[src/rtl/wbc_vic_pkg.sv]
// Shared types and constants for the wbc_vic vectored interrupt controller.
package wbc_vic_pkg;

  typedef enum logic [1:0] {
    IDLE = 2'd0,
    REQ  = 2'd1,
    ACK  = 2'd2
  } vic_state_e;

  localparam logic [15:0] VIC_VEC_MASK = 16'hFFFC;
  localparam int unsigned VIC_N_MAX    = 16;

  // Vectors are word aligned on the bus, so the two low bits never leave the block.
  function automatic logic [15:0] vic_mask_vec(input logic [15:0] v);
    return v & VIC_VEC_MASK;
  endfunction

endpackage

[src/rtl/wbc_vic_arb.sv]
// Combinational request encoder for wbc_vic: lowest set index wins, or with VIC_RR_EN
// defined the search starts at rr_ptr_i and wraps from N-1 to 0.
module wbc_vic_arb #(
  parameter int unsigned N  = 4,
  parameter int unsigned IW = 2
) (
  input  logic [N-1:0]  ireq_i,
  input  logic [IW-1:0] rr_ptr_i,
  output logic          valid_o,
  output logic [IW-1:0] win_o
);

  int unsigned   idx;
  logic [IW-1:0] sel;

  always_comb begin
    valid_o = 1'b0;
    win_o   = '0;
    idx     = 0;
    sel     = '0;
    for (int unsigned k = 0; k < N; k++) begin
`ifdef VIC_RR_EN
      idx = (32'(rr_ptr_i) + k) % N;
`else
      idx = k;
`endif
      sel = IW'(idx);
      if (!valid_o && ireq_i[sel]) begin
        valid_o = 1'b1;
        win_o   = sel;
      end
    end
  end

`ifndef VIC_RR_EN
  logic unused_rr;
  assign unused_rr = ^rr_ptr_i;
`endif

endmodule

[src/rtl/wbc_vic.sv]
// Vectored interrupt controller: arbitrates ireq, raises virq, answers istb with ivec/iack
// and pulses iack_dev for the serviced device. Define VIC_RR_EN for round-robin arbitration.
module wbc_vic
  import wbc_vic_pkg::*;
#(
  parameter int unsigned     N   = 4,
  parameter logic [N*16-1:0] VEC = {16'o0300, 16'o0100, 16'o0064, 16'o0060}
) (
  input  logic         clk_p,
  input  logic         rst_n,
  input  logic         vm_init,
  input  logic [N-1:0] ireq,
  output logic [N-1:0] iack_dev,
  output logic         virq,
  input  logic         istb,
  output logic         iack,
  output logic [15:0]  ivec
);

  localparam int unsigned IW = (N > 1) ? $clog2(N) : 1;

  vic_state_e    state_q;
  logic [IW-1:0] winner_q;
  logic [IW-1:0] rr_ptr;
  logic [IW-1:0] arb_win;
  logic          arb_valid;
  logic          virq_q;
  logic          iack_q;
  logic [15:0]   ivec_q;
  logic [N-1:0]  iack_dev_q;
  logic [15:0]   vec_tab [N];

  for (genvar g = 0; g < N; g++) begin : g_vec
    assign vec_tab[g] = VEC[16*g +: 16];
  end

  wbc_vic_arb #(
    .N  (N),
    .IW (IW)
  ) u_arb (
    .ireq_i   (ireq),
    .rr_ptr_i (rr_ptr),
    .valid_o  (arb_valid),
    .win_o    (arb_win)
  );

  always_ff @(posedge clk_p or negedge rst_n) begin
    if (!rst_n) begin
      state_q    <= IDLE;
      winner_q   <= '0;
      virq_q     <= 1'b0;
      iack_q     <= 1'b0;
      ivec_q     <= '0;
      iack_dev_q <= '0;
    end else if (vm_init) begin
      state_q    <= IDLE;
      winner_q   <= '0;
      virq_q     <= 1'b0;
      iack_q     <= 1'b0;
      ivec_q     <= '0;
      iack_dev_q <= '0;
    end else begin
      iack_dev_q <= '0;
      unique case (state_q)
        // Hold off arbitration during the acknowledge pulse so the device can drop its request.
        IDLE: begin
          if (iack_dev_q == '0 && arb_valid) begin
            winner_q <= arb_win;
            virq_q   <= 1'b1;
            state_q  <= REQ;
          end
        end
        REQ: begin
          if (istb) begin
            ivec_q  <= vic_mask_vec(vec_tab[winner_q]);
            iack_q  <= 1'b1;
            virq_q  <= 1'b0;
            state_q <= ACK;
          end else if (!ireq[winner_q]) begin
            virq_q  <= 1'b0;
            state_q <= IDLE;
          end
        end
        ACK: begin
          if (!istb) begin
            iack_q               <= 1'b0;
            ivec_q               <= '0;
            iack_dev_q[winner_q] <= 1'b1;
            state_q              <= IDLE;
          end
        end
        default: state_q <= IDLE;
      endcase
    end
  end

`ifdef VIC_RR_EN
  logic [IW-1:0] rr_ptr_q;
  logic [IW-1:0] rr_ptr_d;

  assign rr_ptr_d = (winner_q == IW'(N - 1)) ? '0 : winner_q + 1'b1;

  always_ff @(posedge clk_p or negedge rst_n) begin
    if (!rst_n) begin
      rr_ptr_q <= '0;
    end else if (!vm_init && state_q == ACK && !istb) begin
      rr_ptr_q <= rr_ptr_d;
    end
  end

  assign rr_ptr = rr_ptr_q;
`else
  assign rr_ptr = '0;
`endif

  assign virq     = virq_q;
  assign iack     = iack_q;
  assign ivec     = ivec_q;
  assign iack_dev = iack_dev_q;

  a_n_range: assert property (@(posedge clk_p) (N >= 1) && (N <= VIC_N_MAX))
    else $error("wbc_vic: N out of range");

  a_istb_idle: assert property (@(posedge clk_p) disable iff (!rst_n || vm_init)
    !(state_q == IDLE && istb))
    else $error("wbc_vic: CPU raised istb with no interrupt pending");

endmodule

[config.mk]
export PLATFORM = sky130hd
export DESIGN_NAME = wbc_vic
export DESIGN_NICKNAME = d
export VERILOG_FILES = /design/src/rtl/wbc_vic_pkg.sv /design/src/rtl/wbc_vic_arb.sv /design/src/rtl/wbc_vic.sv
export SDC_FILE = /design/constraint.sdc
export NUM_CORES = 1
export LEC_CHECK = 0
export ABC_AREA = 1
export CORE_MARGIN = 2
export CORE_UTILIZATION = 45
export CTS_CLUSTER_SIZE = 30
export DETAILED_ROUTE_END_ITERATION = 10
export GPL_ROUTABILITY_DRIVEN = 1
export PLACE_DENSITY = 0.82
export SETUP_SLACK_MARGIN = 0.2
export SLEW_MARGIN = 10
export SYNTH_ARGS = -nofsm -noshare
export SYNTH_HDL_FRONTEND = slang
export SYNTH_SLANG_ARGS = --single-unit
[constraint.sdc]
create_clock -name clk_p -period 1.92 [get_ports clk_p]
set_input_delay 0.576 -clock clk_p [delete_from_list [all_inputs] [get_ports clk_p]]
set_output_delay 0.576 -clock clk_p [all_outputs]
set_load 0.1 [all_outputs]
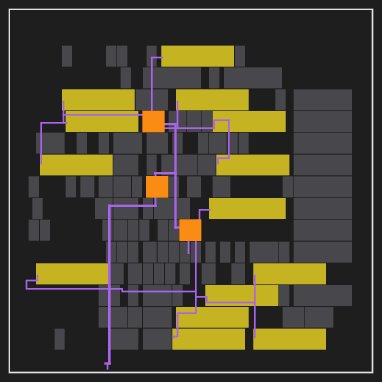
clock_wires.png
Drawn at 8 px/um.
[clock-net drivers] orange | count: 3
[flip-flops] yellow | count: 14
[clock wires] purple | length: 166 um
routed clock nets: 4
clk_lat worst skew: 0.28 ns
Final Skew: 0.008423 ns
clock network power share: 20.4%

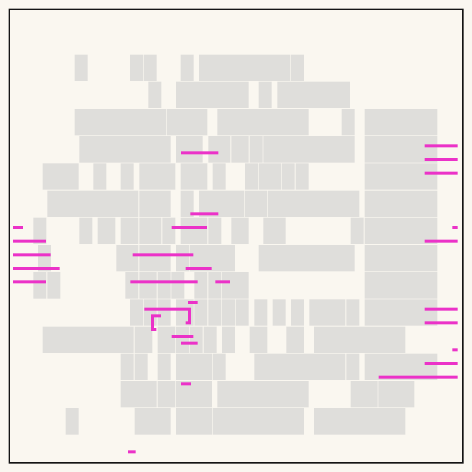
m3.png
Drawn at 10 px/um. Cells faint in the background.
wire length on this layer: 81.4 um
nets with wire on the layer: 25
final wirelength: 1503 um
Vias: 663
M3 GR Usage: 2.400%

==> deck_impl_summary.md <==
Key Metrics from the Run

Route
  – Vias/cell: 5.180
  – Routed wire per std cell: between 10 and 15 um
  – Drt first pass iters: 4

Setup path
  – Crit end category: register
  – Reg2Reg Depth: 5
  – CP arrival: 1.69 ns
  – FF-to-FF Start: state_q[0]$_DFFE_PN0P_
  – Crit Path Category: input port to register

Power and ir drop
  – Comb pwr share: between 30% and 40%

Clocking
  – H-tree depth: 1

Status
  – Outcome: completed

Cells and area
  – P&R area growth vs syn: 38.30%
  – # nets final: ~120

Final timing
  – Fin. Hold Viols: 0
  – Post-layout minimum cycle time: 1.496 ns

Worst hold path
  – Hold Startpoint: virq$_DFFE_PN0P_
  – Hold endpoint: virq$_DFFE_PN0P_

Place
  – # port buffers: 18

Synthesis
  – Yosys chip area: 764.5 um^2
  – Synth flops: 14
  – Post-synth seq share: 45.83%
  – Main logic family: simple AND/OR/NAND/NOR gates
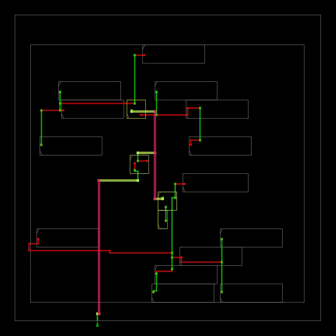
clock_nets.png
clock buffer count: 4
CTS buffer count: 3
flop count: 14

## cells in the final DEF, fill, tap and decap left out
master           Yosys  routed
conb_1               1      11
o21ai_0              1       1
a21oi_1              1       1
nand2_2              2       2
nand4_2              1       1
buf_12               0      11
inv_2                2       2
inv_1                9       9
o211ai_2             1       1
nor2_4               1       1
dfrtp_1             14      13
nand3_1              4       4
clkdlybuf4s50_1      0       7
nor3_1               3       3
o21ai_1              2       2
nor3_2               1       1
o21ai_2              1       1
clkbuf_4             0       3
clkbuf_1             0       1
buf_4               12       1
nand2_1             19      19
dfrtp_2              0       1
nand3_2              1       1
or2_4                1       1
o22ai_1              4       4
o31ai_1              1       1
nor2_1               9       9
## synth_stat cells
| cell type | instances | area [um^2] |
|---|---|---|
| nand2_1 | 19 | 71.32 |
| dfrtp_1 | 14 | 350.3 |
| buf_4 | 12 | 90.09 |
| inv_1 | 9 | 33.78 |
| nor2_1 | 9 | 33.78 |
| nand3_1 | 4 | 20.02 |
| o22ai_1 | 4 | 25.02 |
| nor3_1 | 3 | 15.01 |
| inv_2 | 2 | 7.510 |
| nand2_2 | 2 | 12.51 |
| o21ai_1 | 2 | 10.01 |
| a21oi_1 | 1 | 5.000 |
| conb_1 | 1 | 3.750 |
| nand3_2 | 1 | 10.01 |
| nand4_2 | 1 | 12.51 |
| nor2_4 | 1 | 11.26 |
| nor3_2 | 1 | 10.01 |
| o211ai_2 | 1 | 12.51 |
| o21ai_0 | 1 | 5.000 |
| o21ai_2 | 1 | 8.760 |
| o31ai_1 | 1 | 7.510 |
| or2_4 | 1 | 8.760 |
## per-stage QoR
stage	hold slack (ns)	std cells	power [mW]	setup slack, ns
6_report	0.5401	128	0.8465	0.4240
5_1_grt	0.5678	128	0.8781	0.3423
4_1_cts	0.5449	128	0.8459	0.4268
3_5_place_dp	0.5263	124	0.6779	0.1587
3_3_place_gp	0.5272	124	0.6723	0.1785
2_1_floorplan	0.2804	101	0.6005	0.2978
## flip-flops by register name, indices dropped and copies added, names as in the netlist
| name | flops |
|---|---|
| iack_dev | 4 |
| winner_q | 2 |
| state_q | 2 |
| iack | 1 |
| virq | 1 |
| ivec | 4 |
## layout make-up
cell class	instances	area, um^2	share of cell area, %
Tap cell	16	20.02	1.893
Multi-Input combinational cell	64	320.3	30.30
Sequential cell	14	351.6	33.25
Clock buffer	4	26.28	2.485
Timing Repair Buffer	19	297.8	28.17
Inverter	11	41.29	3.905
## power by group through the flow
stage	logic [mW]	registers [mW]	clock network (mW)
floorplan	0.199	0.402	0
global placement	0.332	0.341	0
detailed placement	0.336	0.342	0
CTS	0.337	0.336	0.173
global route	0.353	0.340	0.185
finish	0.337	0.337	0.173
## metal layers
metal	global-route usage (%)	part of all wire [%]
met5	0	0
met1	20.92	40
met2	30.00	52
met4	8.824	2.7
met3	2.400	5.4
## tightest hold or removal path: stages, from the launching register on
cell and delay [ns]:
dfrtp_1 0.40, nand2_1 0.07, nand2_1 0.04
## logic make-up (layout without fill, tap and decap cells)
kind of cell,after synthesis,count (layout)
AOI/OAI and AO/OA,11,11
buffers and inverters,23,34
DFF,14,14
and+or+nand+nor,42,42
other,1,11
Power figures rest on the tool's default switching activity, not on a simulated workload.
